[src/rtl/dff_bank_arbiter.sv]
// dff_bank_arbiter: two-requester round-robin arbiter in front of a small
// flip-flop register bank. At most one read or write is granted per clock.
// Writes commit on the granting edge. Read data is registered one cycle
// later and tagged with the id of the requester that issued the read.
//
// Ports:
//   clk, rst                  rising-edge clock, synchronous active-high reset
//   reqN_valid/we/addr/wdata  operation from requester N (N = 0, 1)
//   reqN_ready                combinational grant to requester N
//   rdata, rdata_valid        registered read data and its 1-cycle strobe
//   rdata_id                  requester that issued the returned read
//   parity_err                stored-parity mismatch on the returned read
//                             (exists only when BANK_PARITY_EN is defined)
//
// Optional feature macro: BANK_PARITY_EN adds an even-parity bit per register.
module dff_bank_arbiter #(
    parameter  int WIDTH = 8,
    parameter  int DEPTH = 4,
    localparam int AW    = $clog2(DEPTH)
) (
    input  logic             clk,
    input  logic             rst,
    input  logic             req0_valid,
    input  logic             req0_we,
    input  logic [AW-1:0]    req0_addr,
    input  logic [WIDTH-1:0] req0_wdata,
    output logic             req0_ready,
    input  logic             req1_valid,
    input  logic             req1_we,
    input  logic [AW-1:0]    req1_addr,
    input  logic [WIDTH-1:0] req1_wdata,
    output logic             req1_ready,
    output logic [WIDTH-1:0] rdata,
    output logic             rdata_valid,
`ifdef BANK_PARITY_EN
    output logic             parity_err,
`endif
    output logic             rdata_id
);

    localparam logic [AW:0] DEPTH_V = (AW+1)'(DEPTH);

    logic             ptr;
    logic             grant0;
    logic             grant1;
    logic             gnt;
    logic             g_we;
    logic [AW-1:0]    g_addr;
    logic [WIDTH-1:0] g_wdata;
    logic             in_range;

    logic [WIDTH-1:0] bank [DEPTH];

    // A lone valid always wins; on contention the pointer decides.
    // Nothing is granted while reset is held so nothing commits then.
    assign grant0 = !rst && req0_valid && (!req1_valid || !ptr);
    assign grant1 = !rst && req1_valid && (!req0_valid ||  ptr);

    assign req0_ready = grant0;
    assign req1_ready = grant1;

    assign gnt     = grant0 || grant1;
    assign g_we    = grant1 ? req1_we    : req0_we;
    assign g_addr  = grant1 ? req1_addr  : req0_addr;
    assign g_wdata = grant1 ? req1_wdata : req0_wdata;

    // Only meaningful for non-power-of-two DEPTH.
    assign in_range = {1'b0, g_addr} < DEPTH_V;

    always_ff @(posedge clk) begin
        if (rst) begin
            ptr         <= 1'b0;
            rdata       <= '0;
            rdata_valid <= 1'b0;
            rdata_id    <= 1'b0;
            for (int i = 0; i < DEPTH; i++) begin
                bank[i] <= '0;
            end
        end else begin
            rdata_valid <= gnt && !g_we;
            if (gnt) begin
                ptr <= ~grant1;
                if (g_we) begin
                    if (in_range) begin
                        bank[g_addr] <= g_wdata;
                    end
                end else begin
                    rdata    <= in_range ? bank[g_addr] : '0;
                    rdata_id <= grant1;
                end
            end
        end
    end

`ifdef BANK_PARITY_EN
    logic [DEPTH-1:0] par_q;

    always_ff @(posedge clk) begin
        if (rst) begin
            par_q      <= '0;
            parity_err <= 1'b0;
        end else begin
            parity_err <= 1'b0;
            if (gnt && in_range) begin
                if (g_we) begin
                    par_q[g_addr] <= ^g_wdata;
                end else begin
                    parity_err <= par_q[g_addr] != ^bank[g_addr];
                end
            end
        end
    end
`endif

endmodule
[config.mk]
export PLATFORM = sky130hd
export DESIGN_NAME = dff_bank_arbiter
export DESIGN_NICKNAME = d
export VERILOG_FILES = /design/src/rtl/dff_bank_arbiter.sv
export SDC_FILE = /design/constraint.sdc
export NUM_CORES = 1
export LEC_CHECK = 0
export CAP_MARGIN = 10
export CORE_MARGIN = 4
export CORE_UTILIZATION = 29
export DETAILED_ROUTE_END_ITERATION = 16
export PLACE_DENSITY_LB_ADDON = 0.12
export SLEW_MARGIN = 20
export SYNTH_ARGS = -nofsm -noshare
export SYNTH_HDL_FRONTEND = slang
export SYNTH_SLANG_ARGS = --single-unit
[constraint.sdc]
create_clock -name clk -period 2.7 [get_ports clk]
set_input_delay 0.27 -clock clk [delete_from_list [all_inputs] [get_ports clk]]
set_output_delay 0.27 -clock clk [all_outputs]
set_load 0.01 [all_outputs]
Figure 1. Clock network drawn from the DEF.
Scale bar: 20 um.
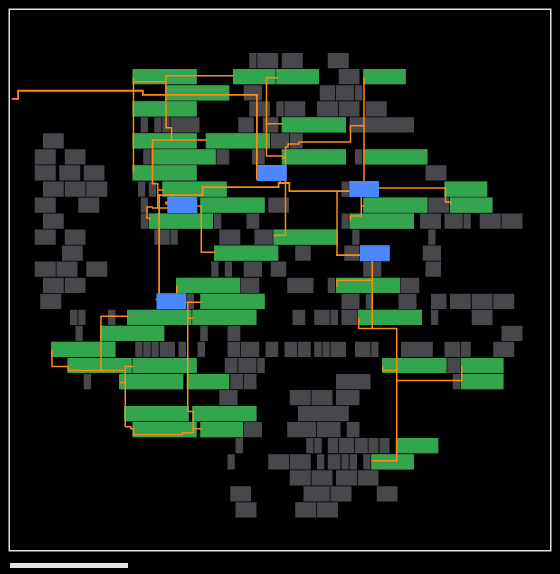
Key: blue = clock-net drivers [count 5]; green = flip-flops [count 43]; orange = clock wires [length 487 um]
There are 6 routed clock nets.

Figure 2. Selected gate families.
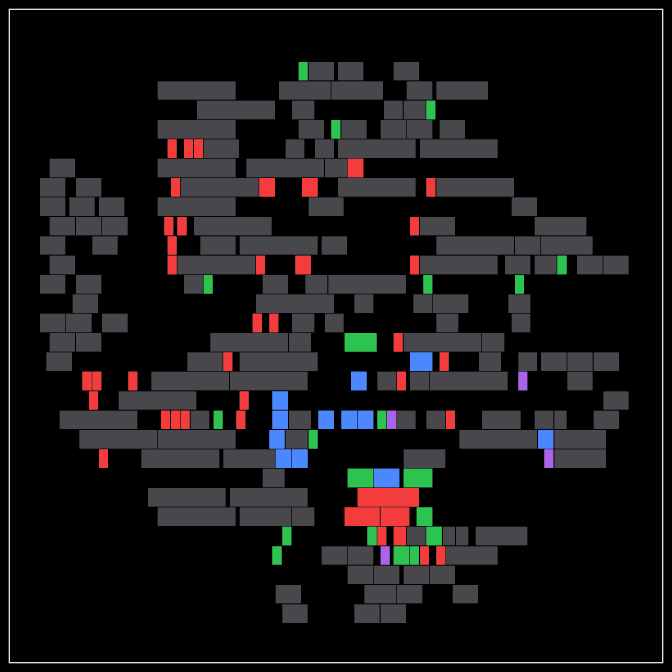
Key: green = nand cells [cells 20, most used nand2_1]; purple = inv cells [cells 4]; blue = and/or cells [cells 12, most used and3_1]; red = nor cells [cells 40, most used nor2_1]
leading cell type in the layout, fill and taps excluded: sky130_fd_sc_hd__clkdlybuf4s50_1
count of placed standard cells in the final layout, fillers left out: 314

Figure 3. Sequential cells coloured by netlist name.
Scale bar: 20 um. Other sequential cells in the stronger grey, the rest of the logic in the fainter grey.
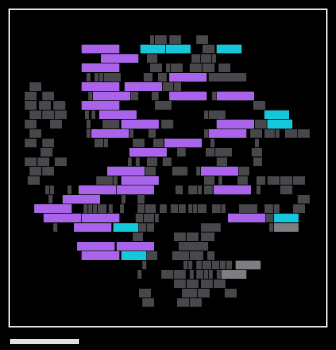
Key: cyan = `rdata` [sequential cells 8]; purple = `bank` [sequential cells 32]

==> impl_metrics.yaml <==
# yosys + openroad results
synth:
  area_share_of_the_largest_cell_type_after_synthesis_pct: 47.5
  yosysSeqAreaShare_pct: 58.3
  number_of_warnings_reported_in_the_yosys_synthesis_log: 0
  top_cells_by_area: "sky130_fd_sc_hd__edfxtp_1, sky130_fd_sc_hd__dfxtp_1, sky130_fd_sc_hd__mux2i_1"
  yosys-dominant-comb-family: "simple AND/OR/NAND/NOR gates"
  yosys.cell_types.count: 35
  ys_async_sr_fraction_pct: 0
  synth.cells.most_frequent: "sky130_fd_sc_hd__edfxtp_1, sky130_fd_sc_hd__nor2_1, sky130_fd_sc_hd__mux2i_1"
  xor_share_pct: 0
clock_tree:
  cts-root-to-sink-buffers: 2
  hold_buffers: 0
  clock_tree.htree_level_count: 2
routing:
  drc_errors: 0
  drt-vias-per-instance: 4.66
  detail_route.wl_per_cell_um: 16.2
  dr.pass1.iters: 5
  initial_drt_markers: 79
  postRouteWirelength_um: 5100
setup_path:
  critical_path_arrival_ns: 2.57
  crit_path_end_kind: "flip-flop"
  reg2reg_depth: 7
  critical_path_required_ns: 2.86
floorplanning:
  die-area_mm2: 0.00838
  boundaryPins: 38
  core_area_mm2: 0.00679
  fp-row-count: 30
timing:
  tightest_slew_ns: 0.631
  totalNegativeSetupSlack_ns: 0
  report.final.hold_viol_count: 0
  final_critical_path_setup_slack_ns: 0.287
  finalCriticalPeriod_ns: 2.41
  worst_clock_skew_ns: 0.00513
place:
  globalplace.congestion: 0.814
  io_buffer_count: 37
power_and_ir_drop:
  power.switching_fraction_pct: 23.5
  p_int_w: 0.00119
layout:
  count_of_inserted_antenna_diode_cells: 0
  register_area_mm2: 0.00118
  drive_above_1_share_pct: 17.9
  fillCellCount: 644
run_status:
  status: "complete, no violations"
grt:
  largest_net_degree_at_the_start_of_global_routing: 18
worst max-delay path, cell delays in order:
cell,delay (ns)
sky130_fd_sc_hd__clkdlybuf4s50_1,0.59
sky130_fd_sc_hd__nand2b_1,0.13
sky130_fd_sc_hd__o21ai_4,0.22
sky130_fd_sc_hd__nand2_1,0.27
sky130_fd_sc_hd__buf_4,0.24
sky130_fd_sc_hd__a2111oi_0,0.59
sky130_fd_sc_hd__buf_4,0.21
sky130_fd_sc_hd__a221oi_1,0.04
cells in the final DEF, fill, tap and decap left out, types with 4 or more instances in the layout:
cell                              instances
sky130_fd_sc_hd__a2111oi_0                7
sky130_fd_sc_hd__dfxtp_1                 11
sky130_fd_sc_hd__and3_1                   8
sky130_fd_sc_hd__nor2_2                   4
sky130_fd_sc_hd__nor2_1                  32
sky130_fd_sc_hd__buf_4                   14
sky130_fd_sc_hd__a221oi_1                 7
sky130_fd_sc_hd__mux2i_1                 17
sky130_fd_sc_hd__clkbuf_8                 6
sky130_fd_sc_hd__edfxtp_1                32
sky130_fd_sc_hd__clkdlybuf4s50_1         37
sky130_fd_sc_hd__nand2_1                 14
area by class of cell:
| cell class | count | share of cell area, % |
|---|---|---|
| Sequential cell | 43 | 44.2 |
| Timing Repair Buffer | 51 | 17.8 |
| Clock buffer | 6 | 3.09 |
| Inverter | 4 | 0.561 |
| Multi-Input combinational cell | 112 | 28.5 |
| Clock inverter | 2 | 1.45 |
| Tap cell | 96 | 4.49 |
cell families (layout without fill, tap and decap cells):
family,count (synthesis),after routing
simple gates,72,72
buf+inv,14,63
compound gates,23,23
mux,17,17
flops,43,43
power by group through the flow:
stage,clock network [W],registers [W],logic (W)
detailed placement,0,0.000794,0.000251
global placement,0,0.000793,0.000247
floorplan,0,0.000795,0.000121
CTS,0.000536,0.000779,0.000250
finish,0.000523,0.000779,0.000248
global route,0.000554,0.000784,0.000270
state kept, by name (all words and copies together), names as in the netlist:
register	cells
rdata	8
bank	32
rdata_valid	1
rdata_id	1
ptr	1
metrics by stage:
stage	std cells	util [%]	cell area, um2	hold WS [ns]	power [W]
after global placement	306	37.6	2550	0.453	0.00104
after global routing	314	39.4	2680	0.495	0.00161
after CTS	314	39.4	2680	0.473	0.00157
after detailed placement	306	37.6	2550	0.461	0.00104
after floorplan	169	-	2020	0.451	0.000916
final	314	39.4	2680	0.467	0.00155
path summary, 6_finish.rpt:
check | startpoint | to | slack, ns
worst max-delay path | req1_valid | rdata[6]$_SDFFE_PP0P_ | 0.29
worst min-delay path | rdata[7]$_SDFFE_PP0P_ | rdata[7]$_SDFFE_PP0P_ | 0.47
worst max register to register | ptr$_SDFFE_PP0P_ | rdata[6]$_SDFFE_PP0P_ | 0.35
worst min register to register | rdata[7]$_SDFFE_PP0P_ | rdata[7]$_SDFFE_PP0P_ | 0.47
metal layers:
layer  GRT usage (%)  vias to the layer above  share of wire, %  wire (um)
met5               0                        -                 0          0
met4            2.26                        0              0.61         31
met3            2.90                        4               4.9        251
met2            21.2                       45                49       2510
met1            16.2                      699                45       2310
li1                -                      716                 -          -
Power figures rest on the tool's default switching activity, not on a simulated workload.
